[src/rtl/genius_sequencer.sv]
// Genius (Simon) round controller: grows a random colour sequence, plays it on the LEDs,
// then checks the player's presses against it step by step.
module genius_sequencer #(
  parameter int unsigned MAX_LEVEL     = 16,
  parameter int unsigned SHOW_TICKS    = 25000000,
  parameter int unsigned GAP_TICKS     = 12500000,
  parameter int unsigned TIMEOUT_TICKS = 250000000
) (
  input  logic       clk,
  input  logic       R,
  input  logic       start,
  input  logic [3:0] btn,
  output logic [3:0] leds,
  output logic [3:0] level,
  output logic       busy,
  output logic       win,
  output logic       lose
);

  localparam int unsigned MaxSg    = (SHOW_TICKS > GAP_TICKS) ? SHOW_TICKS : GAP_TICKS;
  localparam int unsigned MaxTicks = (MaxSg > TIMEOUT_TICKS) ? MaxSg : TIMEOUT_TICKS;
  localparam int unsigned TimerW   = (MaxTicks > 1) ? $clog2(MaxTicks) : 1;
  localparam int unsigned IdxW     = $clog2(MAX_LEVEL);

  localparam logic [TimerW-1:0] ShowLast    = TimerW'(SHOW_TICKS - 1);
  localparam logic [TimerW-1:0] GapLast     = TimerW'(GAP_TICKS - 1);
  localparam logic [TimerW-1:0] TimeoutLast = TimerW'(TIMEOUT_TICKS - 1);
  localparam logic [3:0]        LevelLast   = 4'(MAX_LEVEL - 1);

  typedef enum logic [2:0] {
    StIdle, StAdd, StShowOn, StShowOff, StWaitIn, StWin, StLose
  } state_e;

  state_e            state_q, state_d;
  logic [3:0]        level_q, level_d;
  logic [3:0]        idx_q, idx_d;
  logic [TimerW-1:0] timer_q, timer_d;
  logic [15:0]       lfsr_q, lfsr_d;
  logic              busy_q, busy_d;
  logic              win_q, win_d;
  logic              lose_q, lose_d;
  logic              seq_we;
  logic [1:0]        seq_q [MAX_LEVEL];
  logic [3:0]        cur_onehot;

  assign cur_onehot = 4'b0001 << seq_q[idx_q[IdxW-1:0]];
  // Taps 16,14,13,11 in right-shifting Fibonacci form.
  assign lfsr_d     = {lfsr_q[0] ^ lfsr_q[2] ^ lfsr_q[3] ^ lfsr_q[5], lfsr_q[15:1]};

  always_comb begin
    state_d = state_q;
    level_d = level_q;
    idx_d   = idx_q;
    timer_d = timer_q;
    seq_we  = 1'b0;
    leds    = 4'b0000;
    unique case (state_q)
      StIdle, StWin, StLose: begin
        if (state_q == StWin) leds = 4'b1111;
        if (start) begin
          state_d = StAdd;
          level_d = 4'd0;
        end
      end
      StAdd: begin
        seq_we  = 1'b1;
        idx_d   = 4'd0;
        timer_d = '0;
        state_d = StShowOn;
      end
      StShowOn: begin
        leds = cur_onehot;
        if (timer_q == ShowLast) begin
          timer_d = '0;
          state_d = StShowOff;
        end else begin
          timer_d = timer_q + TimerW'(1);
        end
      end
      StShowOff: begin
        if (timer_q == GapLast) begin
          timer_d = '0;
          if (idx_q == level_q) begin
            idx_d   = 4'd0;
            state_d = StWaitIn;
          end else begin
            idx_d   = idx_q + 4'd1;
            state_d = StShowOn;
          end
        end else begin
          timer_d = timer_q + TimerW'(1);
        end
      end
      StWaitIn: begin
        leds = btn;
        if (btn == 4'b0000) begin
          if (timer_q == TimeoutLast) state_d = StLose;
          else                        timer_d = timer_q + TimerW'(1);
        end else if (btn == cur_onehot) begin
          if (idx_q != level_q) begin
            idx_d   = idx_q + 4'd1;
            timer_d = '0;
          end else if (level_q == LevelLast) begin
            state_d = StWin;
          end else begin
            level_d = level_q + 4'd1;
            state_d = StAdd;
          end
        end else begin
          state_d = StLose;
        end
      end
      default: state_d = StIdle;
    endcase
  end

  assign busy_d = (state_d == StAdd) || (state_d == StShowOn) ||
                  (state_d == StShowOff) || (state_d == StWaitIn);
  assign win_d  = (state_d == StWin);
  assign lose_d = (state_d == StLose);

  always_ff @(posedge clk or negedge R) begin
    if (!R) begin
      state_q <= StIdle;
      level_q <= 4'd0;
      idx_q   <= 4'd0;
      timer_q <= '0;
      lfsr_q  <= 16'hACE1;
      busy_q  <= 1'b0;
      win_q   <= 1'b0;
      lose_q  <= 1'b0;
    end else begin
      state_q <= state_d;
      level_q <= level_d;
      idx_q   <= idx_d;
      timer_q <= timer_d;
      lfsr_q  <= lfsr_d;
      busy_q  <= busy_d;
      win_q   <= win_d;
      lose_q  <= lose_d;
    end
  end

  // Sequence memory needs no reset; entries are written before they are ever played.
  always_ff @(posedge clk) begin
    if (seq_we) seq_q[level_q[IdxW-1:0]] <= lfsr_q[1:0];
  end

  assign level = level_q;
  assign busy  = busy_q;
  assign win   = win_q;
  assign lose  = lose_q;

endmodule

[config.mk]
export PLATFORM = sky130hd
export DESIGN_NAME = genius_sequencer
export DESIGN_NICKNAME = d
export VERILOG_FILES = /design/src/rtl/genius_sequencer.sv
export SDC_FILE = /design/constraint.sdc
export NUM_CORES = 1
export LEC_CHECK = 0
export CAP_MARGIN = 15
export CORE_UTILIZATION = 30
export CTS_BUF_LIST = sky130_fd_sc_hd__clkbuf_16
export CTS_CLUSTER_DIAMETER = 40
export DETAILED_ROUTE_END_ITERATION = 6
export PLACE_DENSITY_LB_ADDON = 0.08
export SLEW_MARGIN = 30
export SYNTH_ARGS = -nofsm -noshare
export SYNTH_HDL_FRONTEND = slang
export SYNTH_SLANG_ARGS = --single-unit
export TNS_END_PERCENT = 10
[constraint.sdc]
create_clock -name clk -period 5.9 [get_ports clk]
set_input_delay 0.59 -clock clk [delete_from_list [all_inputs] [get_ports clk]]
set_output_delay 0.59 -clock clk [all_outputs]
set_load 0.01 [all_outputs]
### PDN straps and rails

Bar = 50 µm. Pins as bars on the die edge. Tap cells in gray.
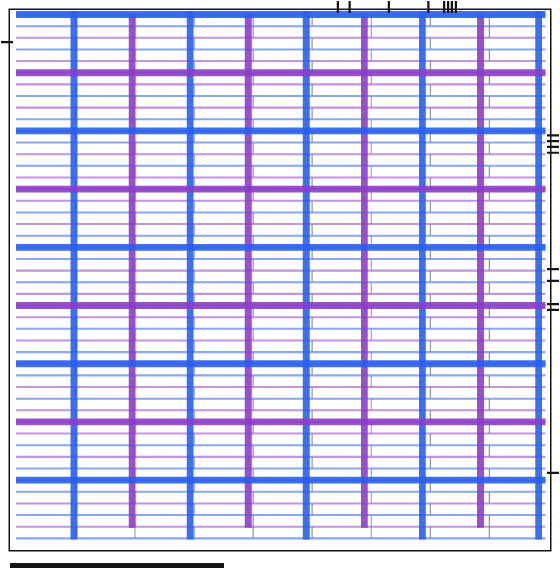
legend:
  purple:
    net: VDD
  blue:
    net: VSS
met1 rails: 46
signal pins: 18
met4 straps: 9
Max VDD drop: 0.1730 mV
core area: 0.01515 mm²
Die W: 126.2 µm
die height: 126.2 µm

### Cells colored by class

Bar = 50 µm.
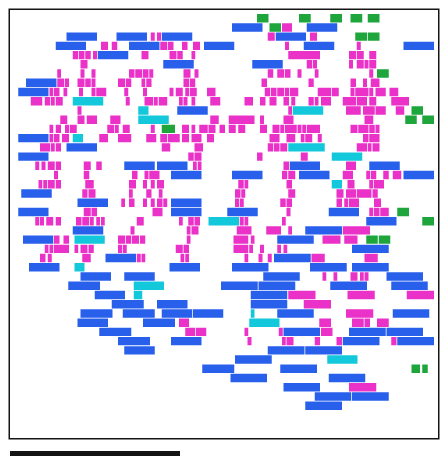
legend:
  blue:
    class: flip-flops
    cells: 90
  green:
    class: other buffers and delay cells
    cells: 19
  cyan:
    class: clock drivers and dummy loads
    cells: 16
  magenta:
    class: all other logic
    cells: 344
row count: 45
Seq area share: 0.4595
Final Cell Area: 0.005271 mm²
Layout Utilization: 0.3480

==> flow_summary.toml <==
# physical design summary
[outcome]
status = "complete, no violations"

[cells_and_area]
area_delta_synth_final_pct = 13.96
signal_buffers = 19
inv_count = 13
logic_area_mm2 = 0.002079
comb-cell-share = 0.3945

[global_routing]
grt_pass1_wl_um = 17750

[final_timing]
fin_crit_ns = 3.754
finalCritPeriodShare = 0.6362
tightest_slew_ns = 0.8125

[power_and_ir_drop]
p_int_w = 0.001155
comb_power_share = 0.236

[worst_setup_path]
cp_num_buf_inv = 1
cp_top_family = "multiplexers"

[cts]
cts_buffer_depth = 2
cts_tree = "yes"
h-tree-depth = 3
cts.sinks = 90
cts-root-buf = "clkbuf_16"

[synth]
synth_cells = 456
async_flop_share = 0.6444
yosysTopAreaCell = "dfrtp_1"
ys_types = 63

[floorplan]
io_pins = 18
### Clock network drawn from the DEF

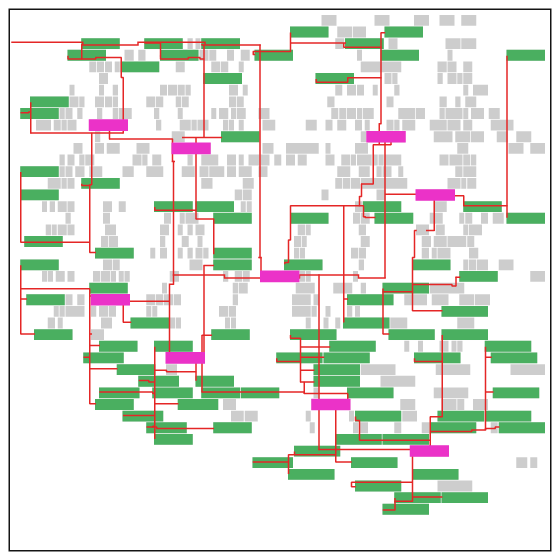
legend:
  magenta:
    item: cells driving clock nets
    count: 9
  green:
    item: flip-flops
    count: 90
  red:
    item: clock wires
    length: 1360 µm
routed clock nets: 10
clk pwr: 0.000592 W
clk latency late pin: 0.35 ns

-- layer usage --
metal  vias to the layer above  wire (µm)  track usage
met5                         -          0            0
met4                         0        242      0.06875
met3                        13        431      0.03271
met2                        69       5091       0.2337
met1                      1690       5204       0.1887
li1                       1691          -            -
-- final timing paths --
kind                       cells after the start      start     endpoint  slack (ns)
max                                            7   idx_q[1]      leds[0]        2.15
min                                            0  lfsr_q[4]    lfsr_q[3]        0.35
max reg2reg                                    8   idx_q[1]   timer_q[9]        2.18
min reg2reg                                    0  lfsr_q[4]    lfsr_q[3]        0.35
max in group asynchronous                      2          R  timer_q[23]        4.95
min in group asynchronous                      2          R          win        0.41
-- registers in the layout, summed over array words and instances, names as in the netlist --
| name | flops |
|---|---|
| win | 1 |
| state_q | 3 |
| seq_q | 32 |
| busy | 1 |
| level | 4 |
| lfsr_q | 16 |
| idx_q | 4 |
| lose | 1 |
| timer_q | 28 |
-- placed cells by master, fill, tap and decap left out, types with 6 or more instances in the layout --
| cell type | n |
|---|---|
| a21oi_1 | 13 |
| a31oi_1 | 23 |
| clkbuf_16 | 9 |
| clkdlybuf4s50_1 | 16 |
| dfrtp_1 | 50 |
| dfstp_2 | 8 |
| edfxtp_1 | 32 |
| ha_1 | 6 |
| inv_1 | 13 |
| mux2i_1 | 7 |
| mux4_2 | 7 |
| nand2_1 | 66 |
| nand2b_1 | 7 |
| nand3_1 | 15 |
| nand4_1 | 7 |
| nor2_1 | 42 |
| nor3_1 | 22 |
| o21ai_0 | 11 |
| o21ai_1 | 13 |
| or4_1 | 6 |
| xnor2_1 | 7 |
-- cell families after synthesis --
family,count (synthesis),synth area share
mux,19,0.06302
simple gates,211,0.2269
compound gates,86,0.1225
xor+xnor,9,0.01704
flops,90,0.5237
buf+inv,35,0.03056
fa+ha+maj,6,0.01623
No activity file was given, so power comes from the tool's default toggle rates.
